### Cell sizes after repair, run 1

Drawn at 4 px/um.
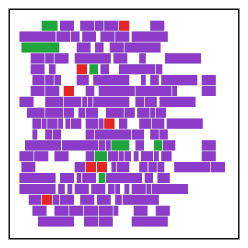
### The clock network, run 1

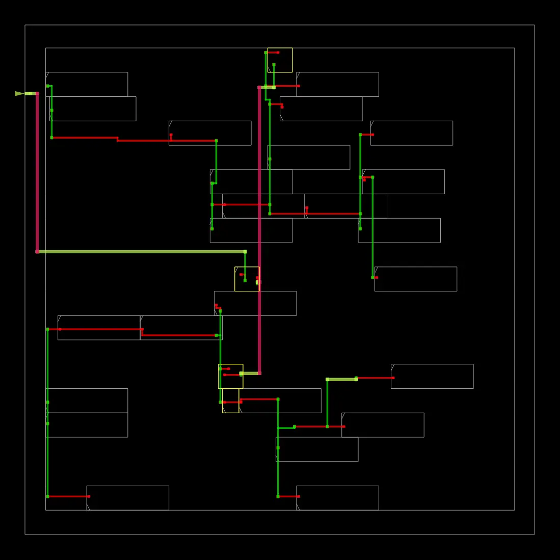
### Wiring heat map, run 1

Drawn at 6 px/um. The die is cut into 11 by 11 equal tiles; dark purple is low, yellow is high, scaled to the fullest tile. Values are wire area over tile area, all layers added.
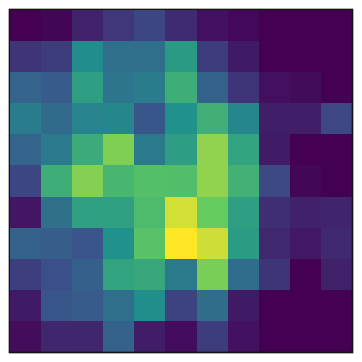
--- src/rtl/count_sched_pkg.sv ---
// count_sched_pkg
// Shared definitions for the delay scheduler and its counter datapath:
//   - state_t      : scheduler FSM encoding (IDLE/LOAD/RUN/DONE)
//   - DEF_WIDTH    : default counter/delay width
//   - TERM_COUNT   : terminal count for the default width (all ones)
//   - REQ_0/REQ_1  : requester index constants used for owner/rr pointer
package count_sched_pkg;

    localparam int DEF_WIDTH = 8;

    localparam logic [DEF_WIDTH-1:0] TERM_COUNT = {DEF_WIDTH{1'b1}};

    localparam logic REQ_0 = 1'b0;
    localparam logic REQ_1 = 1'b1;

    typedef enum logic [1:0] {
        ST_IDLE = 2'b00,
        ST_LOAD = 2'b01,
        ST_RUN  = 2'b10,
        ST_DONE = 2'b11
    } state_t;

endpackage

--- src/rtl/count_sched_dp.sv ---
// count_dp
// WIDTH-bit loadable up-counter. Load has priority over EN.
// Ports:
//   clk    in   rising-edge clock
//   res    in   asynchronous active-low reset (clears CNT)
//   EN     in   count enable (increment by one)
//   load   in   synchronous load of CNT_In
//   CNT_In in   load value
//   CNT    out  current count
module count_dp #(
    parameter int WIDTH = 8
) (
    input  logic             clk,
    input  logic             res,
    input  logic             EN,
    input  logic             load,
    input  logic [WIDTH-1:0] CNT_In,
    output logic [WIDTH-1:0] CNT
);

    localparam logic [WIDTH-1:0] ONE = {{(WIDTH-1){1'b0}}, 1'b1};

    always_ff @(posedge clk or negedge res) begin
        if (!res) begin
            CNT <= '0;
        end else if (load) begin
            CNT <= CNT_In;
        end else if (EN) begin
            CNT <= CNT + ONE;
        end
    end

endmodule

--- src/rtl/count_sched.sv ---
// count_sched
// Shares one WIDTH-bit up-counter between two requesters. The winner's
// delay N is latched, the counter is loaded with ~N and counts up to all
// ones, taking exactly N increments, then done is pulsed to the owner.
//
// Handshake: reqX is a level held by the requester until it sees the
// one-cycle gntX pulse; dlyX is sampled on the granting edge only. doneX
// is a one-cycle pulse when the delay has expired. Requests are only
// looked at while the scheduler is IDLE.
//
// Ports:
//   clk          in   rising-edge clock
//   res          in   asynchronous active-low reset
//   req0/req1    in   delay requests (level)
//   dly0/dly1    in   requested delay in cycles
//   gnt0/gnt1    out  grant pulses
//   done0/done1  out  delay-expired pulses
//   busy         out  high whenever the FSM is not IDLE
//   CNT          out  live counter value
//   state        out  FSM state (state_t encoding) for observation
module count_sched
    import count_sched_pkg::*;
#(
    parameter int WIDTH = DEF_WIDTH
) (
    input  logic             clk,
    input  logic             res,
    input  logic             req0,
    input  logic [WIDTH-1:0] dly0,
    input  logic             req1,
    input  logic [WIDTH-1:0] dly1,
    output logic             gnt0,
    output logic             gnt1,
    output logic             done0,
    output logic             done1,
    output logic             busy,
    output logic [WIDTH-1:0] CNT,
    output logic [1:0]       state
);

    localparam logic [WIDTH-1:0] TERM = {WIDTH{1'b1}};

    state_t           st;
    logic             owner;
    logic             rr;
    logic [WIDTH-1:0] target;

    logic             grant_any;
    logic             grant_id;
    logic             dp_load;
    logic             dp_en;
    logic [WIDTH-1:0] dp_in;

    assign state = st;

    // Round-robin: on contention the requester that did not win last
    // time is picked. rr resets to 1 so requester 0 wins the first tie.
    always_comb begin
        grant_any = req0 | req1;
        grant_id  = REQ_0;
        if (req0 && req1) begin
            grant_id = ~rr;
        end else if (req1) begin
            grant_id = REQ_1;
        end
    end

    // Loading ~N means exactly N increments are needed to reach all ones.
    assign dp_load = (st == ST_LOAD);
    assign dp_in   = ~target;
    assign dp_en   = (st == ST_RUN) && (CNT != TERM);

    always_ff @(posedge clk or negedge res) begin
        if (!res) begin
            st     <= ST_IDLE;
            gnt0   <= 1'b0;
            gnt1   <= 1'b0;
            done0  <= 1'b0;
            done1  <= 1'b0;
            busy   <= 1'b0;
            owner  <= REQ_0;
            rr     <= REQ_1;
            target <= '0;
        end else begin
            gnt0  <= 1'b0;
            gnt1  <= 1'b0;
            done0 <= 1'b0;
            done1 <= 1'b0;
            case (st)
                ST_IDLE: begin
                    if (grant_any) begin
                        owner  <= grant_id;
                        rr     <= grant_id;
                        target <= (grant_id == REQ_1) ? dly1 : dly0;
                        gnt0   <= (grant_id == REQ_0);
                        gnt1   <= (grant_id == REQ_1);
                        busy   <= 1'b1;
                        st     <= ST_LOAD;
                    end
                end
                ST_LOAD: begin
                    st <= ST_RUN;
                end
                ST_RUN: begin
                    // Leave RUN on the edge after the counter settled at all ones.
                    if (CNT == TERM) begin
                        done0 <= (owner == REQ_0);
                        done1 <= (owner == REQ_1);
                        st    <= ST_DONE;
                    end
                end
                ST_DONE: begin
                    busy <= 1'b0;
                    st   <= ST_IDLE;
                end
                default: begin
                    busy <= 1'b0;
                    st   <= ST_IDLE;
                end
            endcase
        end
    end

    count_dp #(
        .WIDTH (WIDTH)
    ) u_dp (
        .clk    (clk),
        .res    (res),
        .EN     (dp_en),
        .load   (dp_load),
        .CNT_In (dp_in),
        .CNT    (CNT)
    );

endmodule
--- config.mk ---
export PLATFORM = sky130hd
export DESIGN_NAME = count_sched
export DESIGN_NICKNAME = d
export VERILOG_FILES = /design/src/rtl/count_sched_pkg.sv /design/src/rtl/count_sched_dp.sv /design/src/rtl/count_sched.sv
export SDC_FILE = /design/constraint.sdc
export NUM_CORES = 1
export LEC_CHECK = 0
export ABC_CLOCK_PERIOD_IN_PS = 2230
export CORE_MARGIN = 2
export CORE_UTILIZATION = 47
export DETAILED_ROUTE_END_ITERATION = 16
export PLACE_DENSITY = 0.9
export SLEW_MARGIN = 15
export SYNTH_ARGS = -nofsm -noshare
export SYNTH_HDL_FRONTEND = slang
export SYNTH_SLANG_ARGS = --single-unit
export TNS_END_PERCENT = 20
--- constraint.sdc ---
create_clock -name clk -period 2.23 [get_ports clk]
set_input_delay 0.223 -clock clk [delete_from_list [all_inputs] [get_ports clk]]
set_output_delay 0.223 -clock clk [all_outputs]
set_load 0.005 [all_outputs]
==> metrics.cfg, run 1 <==
[run_status]
status=finished clean

[placement]
io_buffers=34
dp_hpwl_um=2300
dpl_cell_area_um2=1690

[worst_setup_path]
crit_chain=inv_1 > ha_1 > nand4_2 > or4_1 > o311a_1
slowest_stage=or4_1
cp_data_arrival_time_ns=2.21

[drt]
drt_iter0_drc=33
wl_um=3080
vias=1165

[clock_network]
cts_tree=yes
cts_resized=0
clock_path_buffers=2
cts_buffers=3
cts_htree_levels=1
cts_root_buf=clkbuf_4

[yosys]
ys_async_sr_fraction_pct=100
fp_nets=151
ys_seq_share_pct=47.5
ys_area_um2=1320
synthFlopType=dfrtp_1
yosysTopAreaCell=dfrtp_1

[pwr]
power_per_cell_area_nw_per_um2=414
leakagePower_nw=0.758

[die]
coreArea_um2=2710

[grt]
grtUsageMet2_pct=35.5
overflow=0
grt_pass1_vias=1158
grt_max_degree=26
grt_pass1_wl_um=5280

[timing]
fmax_ghz=0.501
maxSlewViolCount=0
hold_viol=0
rsz0062_at_grt=no
max_slew_margin_pct=63.1

[job]
tool_warnings=29

[min_path]
hold_class=in -> async

[final_layout]
finalNetCount=188

About 'Cell sizes after repair':
colour	size	cells	share
purple	_0 and _1 cells	148	91%
red	_3 and _4 cells	7	4.3%
green	_2 cells	7	4.3%

About 'The clock network':
clock buffers: 3
P_clk: 0.202 mW

About 'Wiring heat map':
nearly empty tiles	17%
densest ninth of the die	centre
mean over tiles	0.16

==> run 1: cell usage in the layout (no fill, tap or decap), types with 2 or more instances in the layout <==
| cell | count |
|---|---|
| clkdlybuf4s50_1 | 34 |
| dfrtp_1 | 24 |
| nand2_1 | 10 |
| nor2_1 | 7 |
| and3_1 | 7 |
| o21ai_0 | 6 |
| ha_1 | 5 |
| inv_1 | 4 |
| nand4_1 | 4 |
| a221o_1 | 4 |
| mux2i_1 | 4 |
| buf_4 | 4 |
| nand3_1 | 3 |
| o211ai_1 | 3 |
| a21oi_1 | 3 |
| clkbuf_4 | 3 |
| nor4b_1 | 2 |
| and2_1 | 2 |
| a221oi_1 | 2 |
| o2bb2ai_1 | 2 |
| nand2b_1 | 2 |
==> run 1: where the power goes <==
part	internal [mW]	switching, mW	leakage, nW
clock network	0.0673	0.135	0.0177
registers	0.453	0	0.326
logic	0.0352	0.0187	0.414
==> run 1: layout make-up <==
| class | instances | share of cell area [%] |
|---|---|---|
| inverters | 4 | 0.877 |
| clock buffers | 3 | 1.31 |
| well taps | 31 | 2.26 |
| multi-input cells | 91 | 37.0 |
| repair buffers | 38 | 21.6 |
| clock inverters | 1 | 0.292 |
| flip-flops and latches | 25 | 36.6 |
==> run 1: final timing paths <==
check	from	slack [ns]	endpoint	depth (start not counted)
max in group asynchronous	res	1.70	rr	2
worst min-delay path	res	0.24	u_dp.CNT[1]	2
min in group clk	target[7]	0.49	u_dp.CNT[7]	1
worst max-delay path	state[0]	0.24	u_dp.CNT[6]	5
worst min register to register	target[7]	0.49	u_dp.CNT[7]	1
worst max register to register	state[0]	0.24	u_dp.CNT[6]	5
==> run 1: flip-flops by register name, indices dropped and copies added, names as in the netlist <==
name / cells
busy: 1
done0: 1
done1: 1
gnt0: 1
gnt1: 1
owner: 1
rr: 1
state: 2
target: 8
u_dp.CNT: 8
==> run 1: layer usage <==
metal | share of wire (%) | routed length [um]
met5 | 0 | 0
met4 | 3.4 | 105
met3 | 5.7 | 177
met2 | 53 | 1640
met1 | 38 | 1160
==> run 1: worst register-to-register path, cell delays in order (launching register included) <==
cell and delay (ns):
dfrtp_1 0.45, inv_1 0.12, ha_1 0.43, nand4_2 0.20
or4_1 0.54, o311a_1 0.15
==> run 1: synthesized netlist by cell type (3+ instances only) <==
master	instances
inv_1	4
nor2_1	7
o21ai_0	6
dfrtp_1	24
nand4_1	4
nand2_1	10
o211ai_1	3
and3_1	7
a21oi_1	3
a221o_1	4
nand3_1	3
ha_1	5
mux2i_1	4
==> run 1: through the flow <==
step | setup WS (ns) | instances | hold WS, ns
after global placement | 0.413 | 189 | 0.462
after global routing | 0.123 | 193 | 0.274
after floorplan | 0.548 | 126 | -0.0726
final | 0.236 | 193 | 0.243
after CTS | 0.231 | 193 | 0.246
after detailed placement | 0.270 | 189 | 0.466
==> run 1: cell families after synthesis <==
logic type      share of synthesized area [%]
compound gates                           18.7
mux                                      3.04
flops                                    47.5
buf+inv                                  4.36
fa+ha+maj                                4.74
simple gates                             21.6
==> run 2: changes to the inputs <==
- ABC_CLOCK_PERIOD_IN_PS: 2230 -> 2000
- clock period: 2.23 -> 2 ns (I/O delays scaled with it)
==> metrics.cfg, run 2 <==
[clock_network]
cts_root_buf=clkbuf_4
clock_path_buffers=2  ; unchanged
cts_tree=yes
cts_htree_levels=1  ; unchanged
cts_buffers=3  ; unchanged
cts_resized=0  ; unchanged

[final_layout]
stdcell_area_um2=1720
finalNetCount=189  ; +0.53%
lay_top_cells=clkdlybuf4s50_1 (34), dfrtp_1 (24), nand2_1 (10), nor2_1 (7), and3_1 (7)
area_growth_pct=30.4
final_common_cell=clkdlybuf4s50_1
diodes=0

[yosys]
yosysTopAreaCell=dfrtp_1
synthTopCellsByArea=dfrtp_1 (46%), ha_1 (4.7%), and3_1 (3.3%)
top_area_share_pct=45.5
top_cell=dfrtp_1
synthFlopType=dfrtp_1
synth_cells=126
ys_seq_share_pct=47.5  ; unchanged
ys_async_sr_fraction_pct=100  ; unchanged
ys_area_um2=1320  ; unchanged
yosys_register_bits=25
netlist_top_cells_count=dfrtp_1 (24), nand2_1 (10), and3_1 (7), nor2_1 (7), o21ai_0 (6)
syn_area_per_cell_um2=10.5
fp_nets=151  ; unchanged

[placement]
dpl_cell_area_um2=1690  ; +0.45%
io_buffers=34  ; unchanged
dp_hpwl_um=2200  ; -4.3%
globalplace.congestion=0.857

[die]
die_area_um2=3250
die_h_um=57.0
coreArea_um2=2710  ; unchanged
fp-utilization_pct=48.7
io_pins=35
die_width_um=57.0

[timing]
rsz0062_at_grt=no
period_used_pct=86.4
maxSlewViolCount=0  ; unchanged
max_slew_margin_pct=64.9  ; +1.8 points
fin_worst_skew_ns=0.00339
hold_viol=0  ; unchanged
fmax_ghz=0.579  ; +15%
holdWs_ns=0.224  ; -0.0187 ns
setup_violations=0

[min_path]
hold_class=in -> async

[job]
tool_warnings=29  ; unchanged

[drt]
met3_length_um=137  ; -23%
wl_um=2870  ; -6.8%
vias=1119  ; -3.9%
wl_per_cell_um=14.8
vias_per_cell=5.77
wl_met2_um=1450  ; -11%
wirelength_met1_um=1260  ; +8.8%
drt_iter0_drc=24  ; -27%
highest_layer=met4

[grt]
grt_max_degree=26  ; unchanged
grt_pass1_vias=1091  ; -5.8%
grt_pass1_wl_um=4820  ; -8.8%
overflow=0  ; unchanged
track_usage_pct=18.8

[pwr]
power_per_cell_area_nw_per_um2=459  ; +11%
leakagePower_nw=0.759  ; +0.19%

[worst_setup_path]
critPathCaptureType=flip-flop
cp-start-kind=flip-flop
crit_chain=inv_1 > ha_1 > o21ai_1 > nor2_2 > a221o_1
slowest_stage=dfrtp_1
crit_path_max_incr_delay_ns=0.44
cp_data_arrival_time_ns=1.93  ; -0.28 ns

[run_status]
status=finished clean

run 2: routing by layer:
metal | global-route usage, % | vias up
met5 | 0 | -
met4 | 7.31 | 0
met3 | 2.72 | 2
met2 | 31.5 | 34
met1 | 24.6 | 528
li1 | - | 555
run 2: stage by stage:
stage               instances  setup slack, ns  util [%]
floorplan                 126            0.318         -
global placement          190            0.340      62.5
detailed placement        190            0.296      62.5
CTS                       194            0.274      63.4
global route              194            0.137      63.4
finish                    194            0.273      63.4
run 2: area by class of cell:
cell class,instances,area (um^2)
fill,242,991
timing repair buffer,39,378
clock buffer,4,26.3
sequential,25,627
inverter,4,15.0
multi-input combinational,91,634
tap,31,38.8
run 2: where the power goes:
| group | internal, mW | total, mW | switching [mW] |
|---|---|---|---|
| Sequential | 0.506 | 0.506 | 0 |
| Combinational | 0.0393 | 0.0605 | 0.0212 |
| Clock | 0.0778 | 0.223 | 0.145 |
run 2: cell families (layout without fill, tap and decap cells):
group,after synthesis,count (layout),share of synthesized area (%)
and+or+nand+nor,49,49,21.6
muxes,4,4,3.04
DFF,25,25,47.5
AOI/OAI and AO/OA,33,33,18.7
buffers and inverters,10,47,4.36
adders and majority gates,5,5,4.74
run 2: final timing paths:
check,startpoint,end,slack [ns],depth (start not counted)
worst min register to register,target[2],u_dp.CNT[2],0.48,1
max in group asynchronous,res,rr,1.49,2
min in group clk,target[2],u_dp.CNT[2],0.48,1
worst max register to register,state[0],target[3],0.27,5
worst min-delay path,res,target[5],0.22,2
worst max-delay path,state[0],target[3],0.27,5
run 2: worst reg2reg max path, stage by stage, from the launching register on:
cell	delay [ns]
dfrtp_1	0.44
inv_1	0.10
ha_1	0.30
o21ai_1	0.33
nor2_2	0.12
a221o_1	0.33
### Wiring heat map, run 2

Drawn at 6 px/um. The die is cut into 11 by 11 equal tiles; dark purple is low, yellow is high, scaled to the fullest tile. Values are wire area over tile area, all layers added.
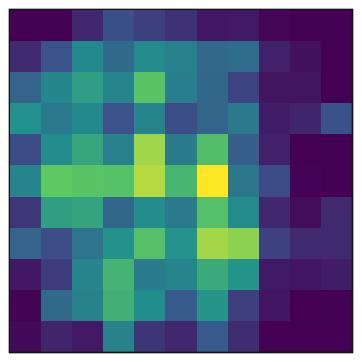
tiles over half the peak	20%
densest ninth of the die	centre
nearly empty tiles	14%
mean over tiles	0.14
emptiest ninth of the die	north-east
fullest tile	0.45

### The metal 3 layer, run 2

Drawn at 6 px/um.
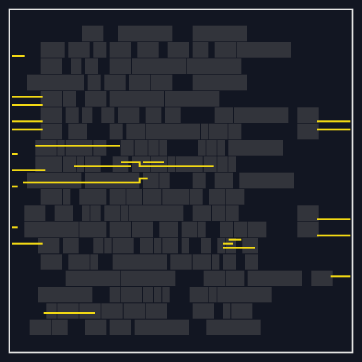
main direction	horizontal
longest straight run	19.3 um
share of all routed wire	4.8%
nets with wire on the layer	23
wire length on this layer	137 um

Power and IR drop assume default switching activity.
